==> src/rtl/debounce_pkg.sv <==
// ============================================================================
// debounce_pkg : shared state encoding and counter sizing for switch_debouncer
// Rev 1.0 : initial release
// ============================================================================
`default_nettype none

package debounce_pkg;

  typedef enum logic [1:0] {
    S_LO  = 2'd0,
    S_WHI = 2'd1,
    S_HI  = 2'd2,
    S_WLO = 2'd3
  } deb_state_e;

  // Counter must hold 0..cycles-1; never narrower than one bit.
  function automatic int cnt_width(input int cycles);
    return (cycles <= 2) ? 1 : $clog2(cycles);
  endfunction

endpackage

`default_nettype wire

==> src/rtl/debounce_ch.sv <==
// ============================================================================
// debounce_ch : one-bit synchroniser, stability filter FSM and edge strobes
// Rev 1.0 : initial release (toggle flop built only with DEBOUNCE_TOGGLE_EN)
// ============================================================================
`default_nettype none

module debounce_ch
  import debounce_pkg::*;
#(
  parameter int DEB_CYCLES = 1_000_000
) (
  input  logic clk_i,
  input  logic rst_i,
  input  logic sw_i,
  output logic level_o,
  output logic rise_o,
  output logic fall_o,
  output logic toggle_o
);

  localparam int             CW       = cnt_width(DEB_CYCLES);
  localparam logic [CW-1:0]  CNT_LAST = CW'(DEB_CYCLES - 1);

  logic [1:0]    sync_q;
  deb_state_e    state_q;
  logic [CW-1:0] cnt_q;
  logic          level_q;
  logic          rise_q;
  logic          fall_q;
  logic          sync_s;

  assign sync_s = sync_q[1];

  always_ff @(posedge clk_i) begin
    if (rst_i) begin
      sync_q  <= 2'b00;
      state_q <= S_LO;
      cnt_q   <= '0;
      level_q <= 1'b0;
      rise_q  <= 1'b0;
      fall_q  <= 1'b0;
    end else begin
      sync_q <= {sync_q[0], sw_i};
      rise_q <= 1'b0;
      fall_q <= 1'b0;
      case (state_q)
        S_LO: begin
          if (sync_s) begin
            state_q <= S_WHI;
            cnt_q   <= '0;
          end
        end
        S_WHI: begin
          if (!sync_s) begin
            state_q <= S_LO;
            cnt_q   <= '0;
          end else if (cnt_q == CNT_LAST) begin
            state_q <= S_HI;
            cnt_q   <= '0;
            level_q <= 1'b1;
            rise_q  <= 1'b1;
          end else begin
            cnt_q <= cnt_q + 1'b1;
          end
        end
        S_HI: begin
          if (!sync_s) begin
            state_q <= S_WLO;
            cnt_q   <= '0;
          end
        end
        S_WLO: begin
          if (sync_s) begin
            state_q <= S_HI;
            cnt_q   <= '0;
          end else if (cnt_q == CNT_LAST) begin
            state_q <= S_LO;
            cnt_q   <= '0;
            level_q <= 1'b0;
            fall_q  <= 1'b1;
          end else begin
            cnt_q <= cnt_q + 1'b1;
          end
        end
        default: begin
          state_q <= S_LO;
          cnt_q   <= '0;
        end
      endcase
    end
  end

  assign level_o = level_q;
  assign rise_o  = rise_q;
  assign fall_o  = fall_q;

`ifdef DEBOUNCE_TOGGLE_EN
  logic toggle_q;

  // Flips on the edge that closes each rise-strobe cycle.
  always_ff @(posedge clk_i) begin
    if (rst_i) begin
      toggle_q <= 1'b0;
    end else if (rise_q) begin
      toggle_q <= ~toggle_q;
    end
  end

  assign toggle_o = toggle_q;
`else
  assign toggle_o = 1'b0;
`endif

endmodule

`default_nettype wire

==> src/rtl/switch_debouncer.sv <==
// ============================================================================
// switch_debouncer : N_CH independent debounced switch channels with strobes
// Rev 1.0 : initial release; optional toggle outputs via DEBOUNCE_TOGGLE_EN
// ============================================================================
`default_nettype none

module switch_debouncer
  import debounce_pkg::*;
#(
  parameter int N_CH       = 8,
  parameter int DEB_CYCLES = 1_000_000
) (
  input  logic            CLK,
  input  logic            rst,
  input  logic [N_CH-1:0] sw_in,
  output logic [N_CH-1:0] sw_level,
  output logic [N_CH-1:0] sw_rise,
  output logic [N_CH-1:0] sw_fall,
  output logic [N_CH-1:0] sw_toggle
);

  for (genvar i = 0; i < N_CH; i++) begin : g_ch
    debounce_ch #(
      .DEB_CYCLES (DEB_CYCLES)
    ) u_ch (
      .clk_i    (CLK),
      .rst_i    (rst),
      .sw_i     (sw_in[i]),
      .level_o  (sw_level[i]),
      .rise_o   (sw_rise[i]),
      .fall_o   (sw_fall[i]),
      .toggle_o (sw_toggle[i])
    );
  end

endmodule

`default_nettype wire

==> config.mk <==
export PLATFORM = sky130hd
export DESIGN_NAME = switch_debouncer
export DESIGN_NICKNAME = d
export VERILOG_FILES = /design/src/rtl/debounce_pkg.sv /design/src/rtl/debounce_ch.sv /design/src/rtl/switch_debouncer.sv
export SDC_FILE = /design/constraint.sdc
export NUM_CORES = 1
export LEC_CHECK = 0
export ABC_AREA = 1
export CAP_MARGIN = 20
export CORE_ASPECT_RATIO = 1.75
export CORE_MARGIN = 2
export CORE_UTILIZATION = 50
export DETAILED_ROUTE_END_ITERATION = 10
export PLACE_DENSITY = 0.7
export SYNTH_ARGS = -nofsm -noshare
export SYNTH_HDL_FRONTEND = slang
export SYNTH_HIERARCHICAL = 1
export SYNTH_SLANG_ARGS = --single-unit
export TNS_END_PERCENT = 20
==> constraint.sdc <==
create_clock -name CLK -period 1.5 [get_ports CLK]
set_input_delay 0.225 -clock CLK [delete_from_list [all_inputs] [get_ports CLK]]
set_output_delay 0.225 -clock CLK [all_outputs]
set_load 0.1 [all_outputs]
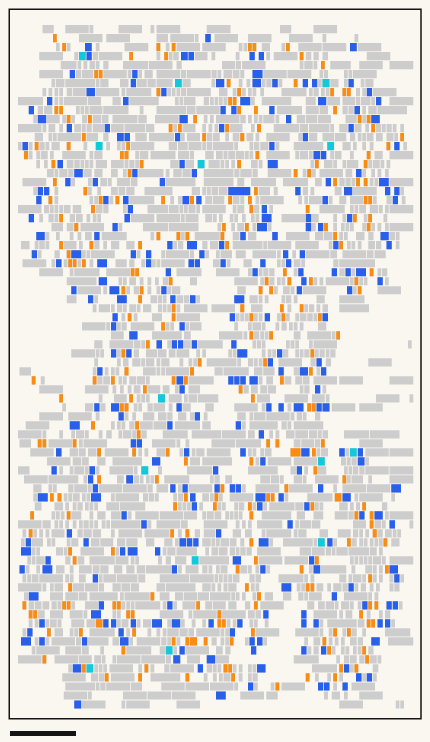
**Above:** run 1 (gate-type map).
The bar under the picture is 20 um long.
| color | family | cells | most used |
|---|---|---|---|
| cyan | and/or cells | 14 | or2_1 |
| orange | inv cells | 261 | inv_1 |
| blue | aoi and oai cells | 288 | a21oi_1 |
combinational share of cell area: 0.487
post-route insts no fill: 2,452
Commonest Layout Cell: nand2_1

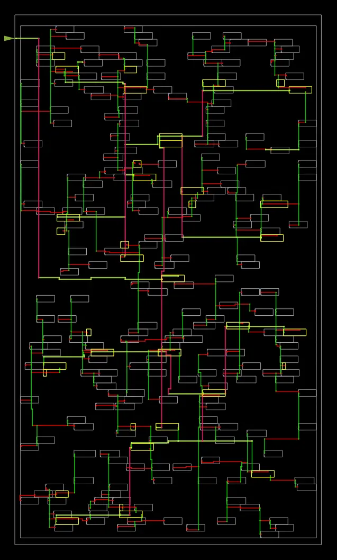
**Above:** run 1 (clock routing).
skew final: 0.0141 ns
P_clk: 5490 uW

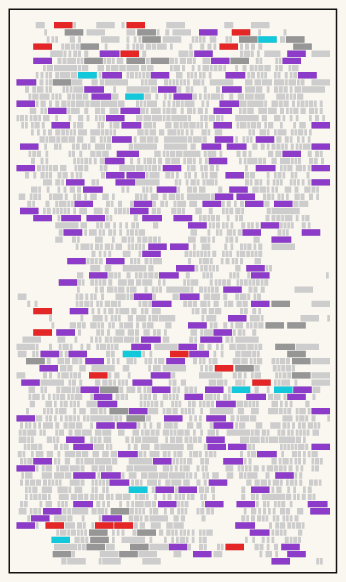
**Above:** run 1 (where the registers sit).
Other sequential cells in the stronger gray, the rest of the logic in the fainter gray.
| color | signal | sequential cells |
|---|---|---|
| red | g_ch.u_ch/sync_q | 16 |
| purple | g_ch.u_ch/cnt_q | 160 |
| cyan | g_ch.u_ch/state_q | 8 |
Seq. pwr: 5800 uW
FF/Latch Area: 4400 sq um
Post-Route Utilization: 0.638

==> impl_metrics.toml, run 1 <==
# generated from flow reports
[outcome]
status = "finished, violations left"
failed_checks = "setup timing"

[setup_path]
crit_type = "reg2reg"
crit_path_end_kind = "flop"
crit_path_start = "g_ch[3].u_ch/cnt_q[1]$_SDFFE_PP0P_"
worstSetupEndpoint = "g_ch[3].u_ch/cnt_q[14]$_SDFFE_PP0P_"
path_buffers = 0
cp.arrival_ns = 1.94
start_kind = "flop"

[clocking]
cts_root_buffer = "clkbuf_16"
cts_hold_buf = 0
cts_buffer_depth = 3
htreeDepth = 1
cts_resized = 20

[synthesis]
synthTopCellsByArea = "dfxtp_1 34%, nand2_1 16%, nor2_1 8.1%"
yosys.stat.seqShare = 0.344
ys_chip_area_sq_um = 12600
synth.cellmix.compoundShare = 0.133
syn_avg_cell_area_sq_um = 6.36
simple_gate_share = 0.402
yosys.area.top_type = "dfxtp_1"
ys_sh_xor = 0.00766
async_flop_share = 0
ys.flops = 216
ys_types = 38

[final_layout]
logic_gate_count = 1457
ff_count = 216
mostFrequentLayoutCells = "504 x nand2_1, 234 x inv_1, 227 x nor2_1"
comb_area_sq_um = 7670
seq_area_frac = 0.279
layout.non_clock_buffers = 169
layout.nonclk_buf_frac = 0.102

[final_timing]
fin_ws_ns = -0.0267
rsz0062_at_grt = "yes"
fin_crit_ns = 1.53
finalClockPeriodUsage = 1.02
finalSetupViolCount = 8

[die]
num_rows = 76
fp.dieH_um = 214
floorplan.die.width_um = 124

[run]
tool_warnings = 28

[drt]
detail-route-antenna-nets = 0
drtIter0Drc = 764
drt-met1-wl_um = 12600

[placed_design]
gp_congestion = 0.919

[worst_hold_path]
whs_path_depth = 2
holdCritStartpoint = "rst"

[global_routing]
grt.overflow.total = 0
grt_pass1_vias = 12200
run 1: where the power goes:
group | total (uW) | leakage [uW] | internal, uW | switching [uW]
combinational | 578 | 0.00355 | 150 | 427
clock | 5490 | 0.000347 | 3130 | 2360
sequential | 5800 | 0.00177 | 5760 | 32.3
total | 11900 | 0.00566 | 9040 | 2820
run 1: metrics by stage:
| step | util | setup WS [ns] | TNS [ns] |
|---|---|---|---|
| 2_1_floorplan | - | 0.0222 | 0 |
| 3_3_place_gp | 0.570 | -0.0107 | -0.0145 |
| 3_5_place_dp | 0.570 | -0.0813 | -0.624 |
| 4_1_cts | 0.601 | -0.0356 | -0.169 |
| 5_1_grt | 0.638 | -0.105 | -3.66 |
| 6_report | 0.638 | -0.0267 | -0.0890 |
--- run 2 (diff from run 1) ---
--- a/config.mk
+++ b/config.mk
@@ -11,6 +11,7 @@
 export CORE_MARGIN = 2
 export CORE_UTILIZATION = 50
 export DETAILED_ROUTE_END_ITERATION = 10
+export GPL_TIMING_DRIVEN = 1
 export PLACE_DENSITY = 0.7
 export SYNTH_ARGS = -nofsm -noshare
 export SYNTH_HDL_FRONTEND = slang
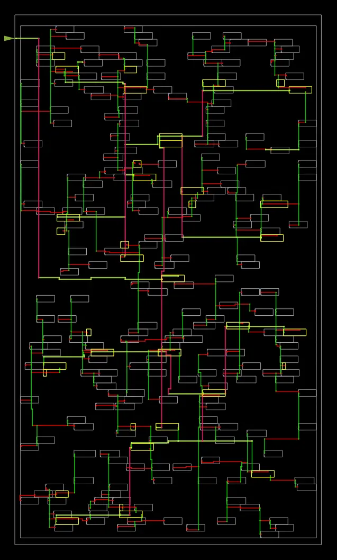
**Above:** run 2 (clock routing).
CTS buffer count: 22
Insertion Delay late pin: 0.52 ns
Flop Count: 216
CTS sink count: 216

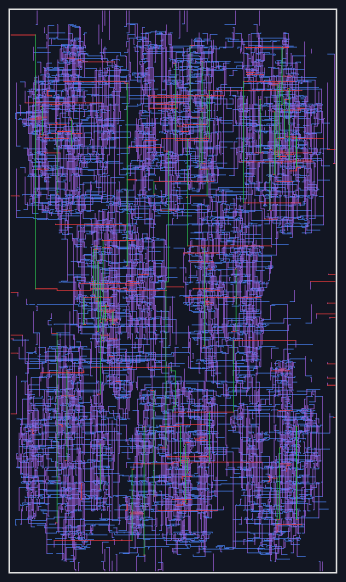
**Above:** run 2 (signal wires by layer).
| color | layer | wire length |
|---|---|---|
| green | M4 | 1,410 um |
| blue | M1 | 12,600 um |
| red | M3 | 1,240 um |
| purple | M2 | 18,100 um |

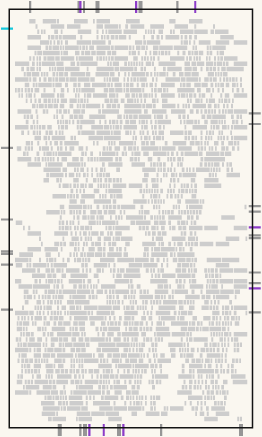
**Above:** run 2 (I/O pins on the die edge).
Pins as bars across the die edge, other pins in gray.
| color | port | pins | direction | edge |
|---|---|---|---|---|
| purple | sw_fall | 8 | output | 3 bottom, 3 top, 2 right |
| cyan | CLK | 1 | input | left |
all pins by edge: 13 bottom, 11 right, 11 top, 7 left
Die Y: 214 um
IO buf count: 33
Die Span X: 124 um

==> run 2 against run 1 <==
  * The run still ends with setup timing left
  * Final area is the same
  * Synthesized cell count is the same
  * Die area is the same
  * Cell count is the same
  * Sequential share of layout area is the same
  * Setup slack is the same
  * Maximum frequency is the same
  * Clock-buffer cell count is the same
  * Register-to-register slack is essentially flat
  * Synthesized area is the same
  * Sequential power is essentially flat
  * Combinational power is essentially flat
  * Critical path type unchanged
==> impl_metrics.toml, run 2 <==
# generated from flow reports
[outcome]
status = "finished, violations left"
failed_checks = "setup timing"

[final_timing]
finalSetupViolCount = 8
fin_crit_ns = 1.53
fin_ws_ns = -0.0267
setup_tns_ns = -0.0890
skew_ns = 0.0141
rsz0062_at_grt = "yes"

[die]
num_rows = 76
floorplan.core_util = 0.509

[clocking]
cts_buffer_depth = 3
cts_hold_buf = 0
htreeDepth = 1
cts_resized = 20
cts_root_buffer = "clkbuf_16"

[setup_path]
crit_path_start = "g_ch[3].u_ch/cnt_q[1]$_SDFFE_PP0P_"
crit_type = "reg2reg"
path_buffers = 0
cp.arrival_ns = 1.94
cp_slowest_cell = "dfxtp_4"
crit_path_end_kind = "flop"
start_kind = "flop"

[pwr]
power_frac_comb = 0.049
powerSeq_uw = 5800
seq_power_share = 0.488
p_switching_uw = 2820
clockNetworkPower_uw = 5490
p_int_uw = 9040
power.share.clock = 0.463
largestPowerGroup = "registers"

[placed_design]
place_ws_ns = -0.0813

[worst_hold_path]
hp-class = "in2reg"
holdCritStartpoint = "rst"

[synthesis]
synth.cellmix.compoundShare = 0.133
ys_types = 38
ys.flops = 216
ys_chip_area_sq_um = 12600
yosys.stat.seqShare = 0.344
yosys.area.top_type = "dfxtp_1"
synthTopCellsByArea = "dfxtp_1 34%, nand2_1 16%, nor2_1 8.1%"
syn_avg_cell_area_sq_um = 6.36
async_flop_share = 0

[final_layout]
layout.cells.most_common = "nand2_1"
finalNonFillerCells = 2452

[drt]
detail-route-antenna-nets = 0
drtIter0Drc = 764
drt-met1-wl_um = 12600

[global_routing]
grt_pass1_vias = 12200

[run]
tool_warnings = 28
run 2: cell counts in the layout (fill, tap and decap cells not counted):
Identical to the previous run, type by type.
run 2: final timing paths:
kind	to	cells past startpoint
max	g_ch[3].u_ch/cnt_q[14]$_SDFFE_PP0P_	8
min	g_ch[6].u_ch/level_o$_SDFFE_PP0P_	2
max reg2reg	g_ch[3].u_ch/cnt_q[14]$_SDFFE_PP0P_	8
min reg2reg	g_ch[4].u_ch/sync_q[1]$_SDFF_PP0_	2
run 2: cell type report:
cell class	instances	area [sq um]
fill	2203	8950
multi-input combinational	1457	7670
sequential	216	4400
timing repair buffer	169	1610
inverter	261	992
clock buffer	29	628
tap	312	390
clock inverter	8	82.6
Power and IR drop assume default switching activity.
